==> src/rtl/fifo_burst_drain.sv <==
// Read-side drain for the frame-write prefetch FIFO. It waits for a full burst to be
// buffered, issues one address command, then streams that burst onto the write-data channel.
module fifo_burst_drain #(
    parameter int unsigned DATA_W      = 16,
    parameter int unsigned FIFO_DEPTH  = 2048,
    parameter int unsigned ADDR_W      = 28,
    parameter int unsigned BURST_LEN   = 64,
    parameter int unsigned FRAME_WORDS = 921600,
    parameter logic [ADDR_W-1:0] BASE_ADDR = '0
) (
    input  logic              clk,
    input  logic              rst_n,
    input  logic              fifo_wr_fire,
    output logic              fifo_rd_en,
    input  logic              fifo_rd_vld,
    input  logic [DATA_W-1:0] fifo_rd_data,
    input  logic              frame_start,
    output logic              cmd_valid,
    input  logic              cmd_ready,
    output logic [ADDR_W-1:0] cmd_addr,
    output logic [7:0]        cmd_len,
    output logic              wdata_valid,
    input  logic              wdata_ready,
    output logic [DATA_W-1:0] wdata,
    output logic              wdata_last,
    output logic              busy
);

    localparam int unsigned LVL_W  = $clog2(FIFO_DEPTH) + 1;
    localparam int unsigned BEAT_W = (BURST_LEN > 1) ? $clog2(BURST_LEN) : 1;
    localparam int unsigned BPF    = FRAME_WORDS / BURST_LEN;
    localparam int unsigned BCNT_W = $clog2(BPF + 1);

    localparam logic [LVL_W-1:0]  LVL_BURST = LVL_W'(BURST_LEN);
    localparam logic [BEAT_W-1:0] BEAT_LAST = BEAT_W'(BURST_LEN - 1);
    localparam logic [BCNT_W-1:0] BCNT_LAST = BCNT_W'(BPF - 1);
    localparam logic [ADDR_W-1:0] ADDR_STEP = ADDR_W'(BURST_LEN * DATA_W / 8);

    typedef enum logic [1:0] {
        S_IDLE,
        S_CMD,
        S_DATA
    } state_t;

    state_t              r_state;
    state_t              w_state_nxt;
    logic [LVL_W-1:0]    r_level;
    logic [BEAT_W-1:0]   r_beat;
    logic [BCNT_W-1:0]   r_bcnt;
    logic [ADDR_W-1:0]   r_addr;
    logic                r_pend;

    logic                w_cmd_valid;
    logic                w_wdata_valid;
    logic                w_pop;
    logic                w_beat_last;
    logic                w_last_acc;

    always_comb begin
        w_state_nxt   = r_state;
        w_cmd_valid   = 1'b0;
        w_wdata_valid = 1'b0;
        w_pop         = 1'b0;
        w_beat_last   = (r_beat == BEAT_LAST);
        w_last_acc    = 1'b0;
        case (r_state)
            S_IDLE: begin
                if (r_level >= LVL_BURST) begin
                    w_state_nxt = S_CMD;
                end
            end
            S_CMD: begin
                w_cmd_valid = 1'b1;
                if (cmd_ready) begin
                    w_state_nxt = S_DATA;
                end
            end
            S_DATA: begin
                w_wdata_valid = fifo_rd_vld;
                w_pop         = fifo_rd_vld & wdata_ready;
                w_last_acc    = w_pop & w_beat_last;
                if (w_last_acc) begin
                    w_state_nxt = S_IDLE;
                end
            end
            default: w_state_nxt = S_IDLE;
        endcase
    end

    always_ff @(posedge clk or negedge rst_n) begin
        if (!rst_n) begin
            r_state <= S_IDLE;
            r_level <= '0;
            r_beat  <= '0;
        end else begin
            r_state <= w_state_nxt;
            r_level <= r_level + LVL_W'(fifo_wr_fire) - LVL_W'(w_pop);
            if (r_state == S_CMD && cmd_ready) begin
                r_beat <= '0;
            end else if (w_pop) begin
                r_beat <= r_beat + BEAT_W'(1);
            end
        end
    end

    // A frame restart is only applied in IDLE, so an issued command or in-flight burst keeps its address.
    always_ff @(posedge clk or negedge rst_n) begin
        if (!rst_n) begin
            r_addr <= BASE_ADDR;
            r_bcnt <= '0;
            r_pend <= 1'b0;
        end else begin
            if (r_state == S_IDLE) begin
                r_pend <= 1'b0;
            end else if (frame_start) begin
                r_pend <= 1'b1;
            end

            if (r_state == S_IDLE && (r_pend || frame_start)) begin
                r_addr <= BASE_ADDR;
                r_bcnt <= '0;
            end else if (w_last_acc) begin
                if (r_bcnt == BCNT_LAST) begin
                    r_addr <= BASE_ADDR;
                    r_bcnt <= '0;
                end else begin
                    r_addr <= r_addr + ADDR_STEP;
                    r_bcnt <= r_bcnt + BCNT_W'(1);
                end
            end
        end
    end

    assign fifo_rd_en  = w_pop;
    assign cmd_valid   = w_cmd_valid;
    assign cmd_addr    = r_addr;
    assign cmd_len     = 8'(BURST_LEN - 1);
    assign wdata_valid = w_wdata_valid;
    assign wdata       = fifo_rd_data;
    assign wdata_last  = w_wdata_valid & w_beat_last;
    assign busy        = (r_state != S_IDLE);

endmodule

==> config.mk <==
export PLATFORM = sky130hd
export DESIGN_NAME = fifo_burst_drain
export DESIGN_NICKNAME = d
export VERILOG_FILES = /design/src/rtl/fifo_burst_drain.sv
export SDC_FILE = /design/constraint.sdc
export NUM_CORES = 1
export LEC_CHECK = 0
export ABC_AREA = 1
export CAP_MARGIN = 10
export CORE_AREA = 10 10 99 101
export CTS_CLUSTER_DIAMETER = 150
export DETAILED_ROUTE_END_ITERATION = 12
export DIE_AREA = 0 0 109 111
export HOLD_SLACK_MARGIN = 0.02
export PLACE_DENSITY = 0.74
export REMOVE_ABC_BUFFERS = 1
export SLEW_MARGIN = 5
export SYNTH_ARGS = -nofsm -noshare
export SYNTH_HDL_FRONTEND = slang
export SYNTH_SLANG_ARGS = --single-unit
==> constraint.sdc <==
create_clock -name clk -period 2.9 [get_ports clk]
set_clock_uncertainty 0.15 [all_clocks]
set_input_delay 0.29 -clock clk [delete_from_list [all_inputs] [get_ports clk]]
set_output_delay 0.29 -clock clk [all_outputs]
set_load 0.03 [all_outputs]
Figure 1. The metal 2 layer.
(4 px per um)
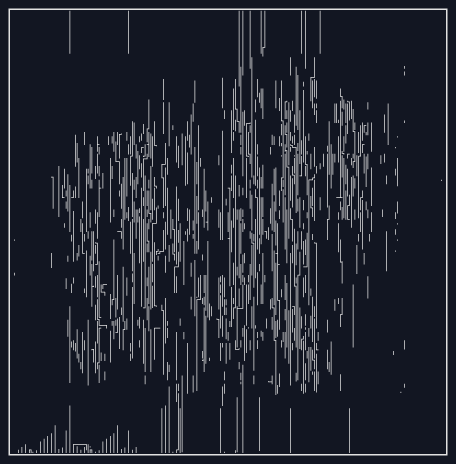
longest straight run: 33.0 um
wire length on this layer: 4,250 um

Figure 2. Metal layers overlaid.
(2 px per um) Two of the layers only.
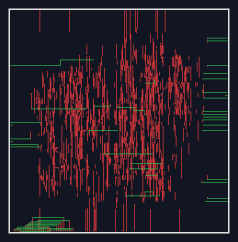
[red] metal 2 | wire length: 4,250 um
[green] metal 3 | wire length: 626 um

Figure 3. I/O nets highlighted.
(2 px per um)
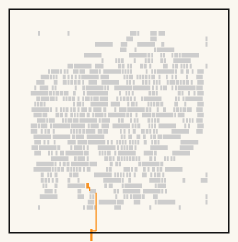
[orange] wdata_valid | bits: 1 | direction: output | end cells: 1 | wire: 24.1 um

Figure 4. Pin map.
(4 px per um) Pins as bars across the die edge, other pins in gray.
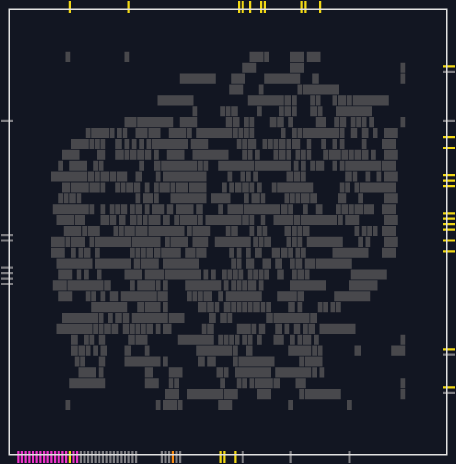
[orange] wdata_valid | pins: 1 | direction: output | edge: south
[magenta] fifo_rd_data | pins: 16 | direction: input | edge: south
[yellow] cmd_addr | pins: 28 | direction: output | edge: 14 east, 10 north, 4 south
all pins by edge: 45 south, 18 east, 10 north, 7 west

Figure 5. Cell placement.
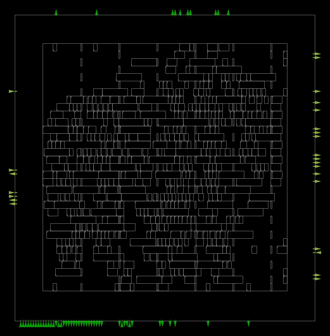
final non-filler cell total: 648
area inside the core boundary: 7970 um2
fraction of standard cell area that is sequential: 33.4%
fill cell instance count of the final layout: 755

==> run summary <==
Physical implementation.

- After Yosys synthesis, full adders, half adders and majority gates account for 7.67% of the synthesized area.
- Per the post-route antenna check, the number of violating nets is 0.
- The clock root buffer is clkbuf_8.
- The number of antenna violations at the first check in global routing is 0.
- The maximum vdd drop is 744 uV.
- Buffers inserted to repair hold after CTS numbered 1.
- Summing all multi-input logic gate instances after layout gives 1890 um2.
- The ratio of routed vias to standard cells is 5.03.
- The aggregate negative setup slack is 0 ps.
- The part of the total power dissipated in sequential elements is 30.1%.
- The routed wire length on met3 is 625 um.
- The setup fix buffers added after clock tree synthesis is 0.
- In the detailed route, the total length drawn on met2 is 4250 um.
- After detailed routing, the average wire length per cell comes to 13.2 um.
- The data arrival time at the worst-slack endpoint is 2520 ps.
- Per the log, the first TritonRoute iteration ended with a DRC count of 94.
- On the final layout, the worst hold slack is 350 ps.
- The critical path endpoint has a required time of 2990 ps.
- The die is 109 um wide.
- The clock passes through at most 2 buffers.
- Walking the worst path, the cells encountered are clkdlybuf4s50_1, nand2_1, nor2_4, ha_1, inv_1, ha_1, inv_1, fa_1, o21ai_0, buf_4, nand3_1, nand2_1, xor2_1.
- The met3 layer usage reported by global route is 4.48%.
- Cell internal power was estimated by the tool at 0.00196 W.
- After synthesis, the share of cell area in mux cells is 0%.
- Dividing the synthesized area by the synthesized cell count gives 7.39 um2.
- The critical path's slowest stage uses the library cell clkdlybuf4s50_1.
- Counting both buffers and inverters, the worst setup path holds a total of 4.
- The leakage power of the design is 2.13 nW.
- The OpenROAD warning count is 31.
- TritonCTS built the clock tree.
- The pin count of the biggest net entering global routing is 31.
- Global routing used 14.3% of the available tracks across all layers.
- The starting utilization of the core area is 48.3%.
- From the final report, the count of setup violators was given as 0.
- The worst hold path begins at r_beat[2].
- The detailed-routing iteration count for the pre-antenna-repair pass is 4.
- The beginning of the worst register-to-register path is r_state[0].
- Post-CTS repair changed the size of 0 cells.
- The total instance count after detailed placement is 639.
- The stat command in Yosys gives a chip area of 3850 um2.
- The worst setup path is of the primary input to flip-flop kind.
- According to the I/O placement log, the pin count is 80.
- The residual DRC count is 0.
- The largest fanout on the critical path is 3.
- In the Yosys report, the sequential cells make up 36.4% of the chip area.
- After floorplanning, the core was divided into 33 placement rows.
- Among the non-sequential cells, simple AND/OR/NAND/NOR gates take the most area.
- Global route summary, busiest routing layer listed as met2.
- The worst-margin pin slew is 717 ps.
- The sum of routed wire length over all layers is 8530 um.
- The flow ran to the end, and the final reports show no timing, DRC or antenna violations.
- The total chip power is 0.00365 W.
- The share of power burned in combinational logic is 55.7%.
- Yosys printed 0 warnings.
## path summary, 6_finish.rpt
path | endpoint | slack (ps) | depth (start not counted)
min in group asynchronous | r_bcnt[11] | 420 | 2
hold / removal | r_beat[2] | 350 | 1
max in group asynchronous | r_bcnt[13] | 1590 | 3
setup reg to reg | r_level[8] | 480 | 13
hold reg to reg | r_beat[2] | 350 | 1
setup / recovery | r_level[8] | 470 | 13
## sequential cells by signal, indices dropped and copies added, names as in the netlist
signal    cells
r_state       2
r_bcnt       14
r_beat        6
r_level      12
cmd_addr     21
r_pend        1
## synthesized netlist by cell type, drive strengths merged
cell type	instances	share of area [%]
o21bai	1	0.29
ha	22	7.1
nor4	1	0.16
dfrtp	56	36
nand3	38	5.1
o31ai	1	0.20
nor3	9	1.6
a31oi	3	0.49
buf	38	8.3
a21boi	2	0.39
a21oi	29	3.9
inv	77	7.5
o21a	4	0.78
nand3b	1	0.20
xnor2	1	0.23
conb	2	0.20
o21ai	23	3.1
nand4	11	1.8
fa	1	0.52
nand2	115	12
xor2	7	1.6
nor2	76	7.7
and3	2	0.32
a21o	1	0.20
## area by class of cell
cell class | instances | share of cell area [%]
clock buffers | 6 | 1.73
well taps | 105 | 3.13
flip-flops and latches | 56 | 33.4
inverters | 77 | 6.88
multi-input cells | 363 | 45.0
repair buffers | 39 | 9.12
clock inverters | 2 | 0.834
## layout by cell type (no fill, tap or decap), types with 11 or more instances in the layout
master / synthesis / routed
conb_1: 2 / 15
nand2_1: 107 / 107
a21oi_1: 28 / 28
ha_1: 22 / 22
inv_1: 76 / 76
nand3_1: 37 / 37
nand4_1: 11 / 11
clkdlybuf4s50_1: 0 / 31
o21ai_0: 21 / 21
nor2_1: 74 / 74
dfrtp_1: 56 / 56
Power figures rest on the tool's default switching activity, not on a simulated workload.
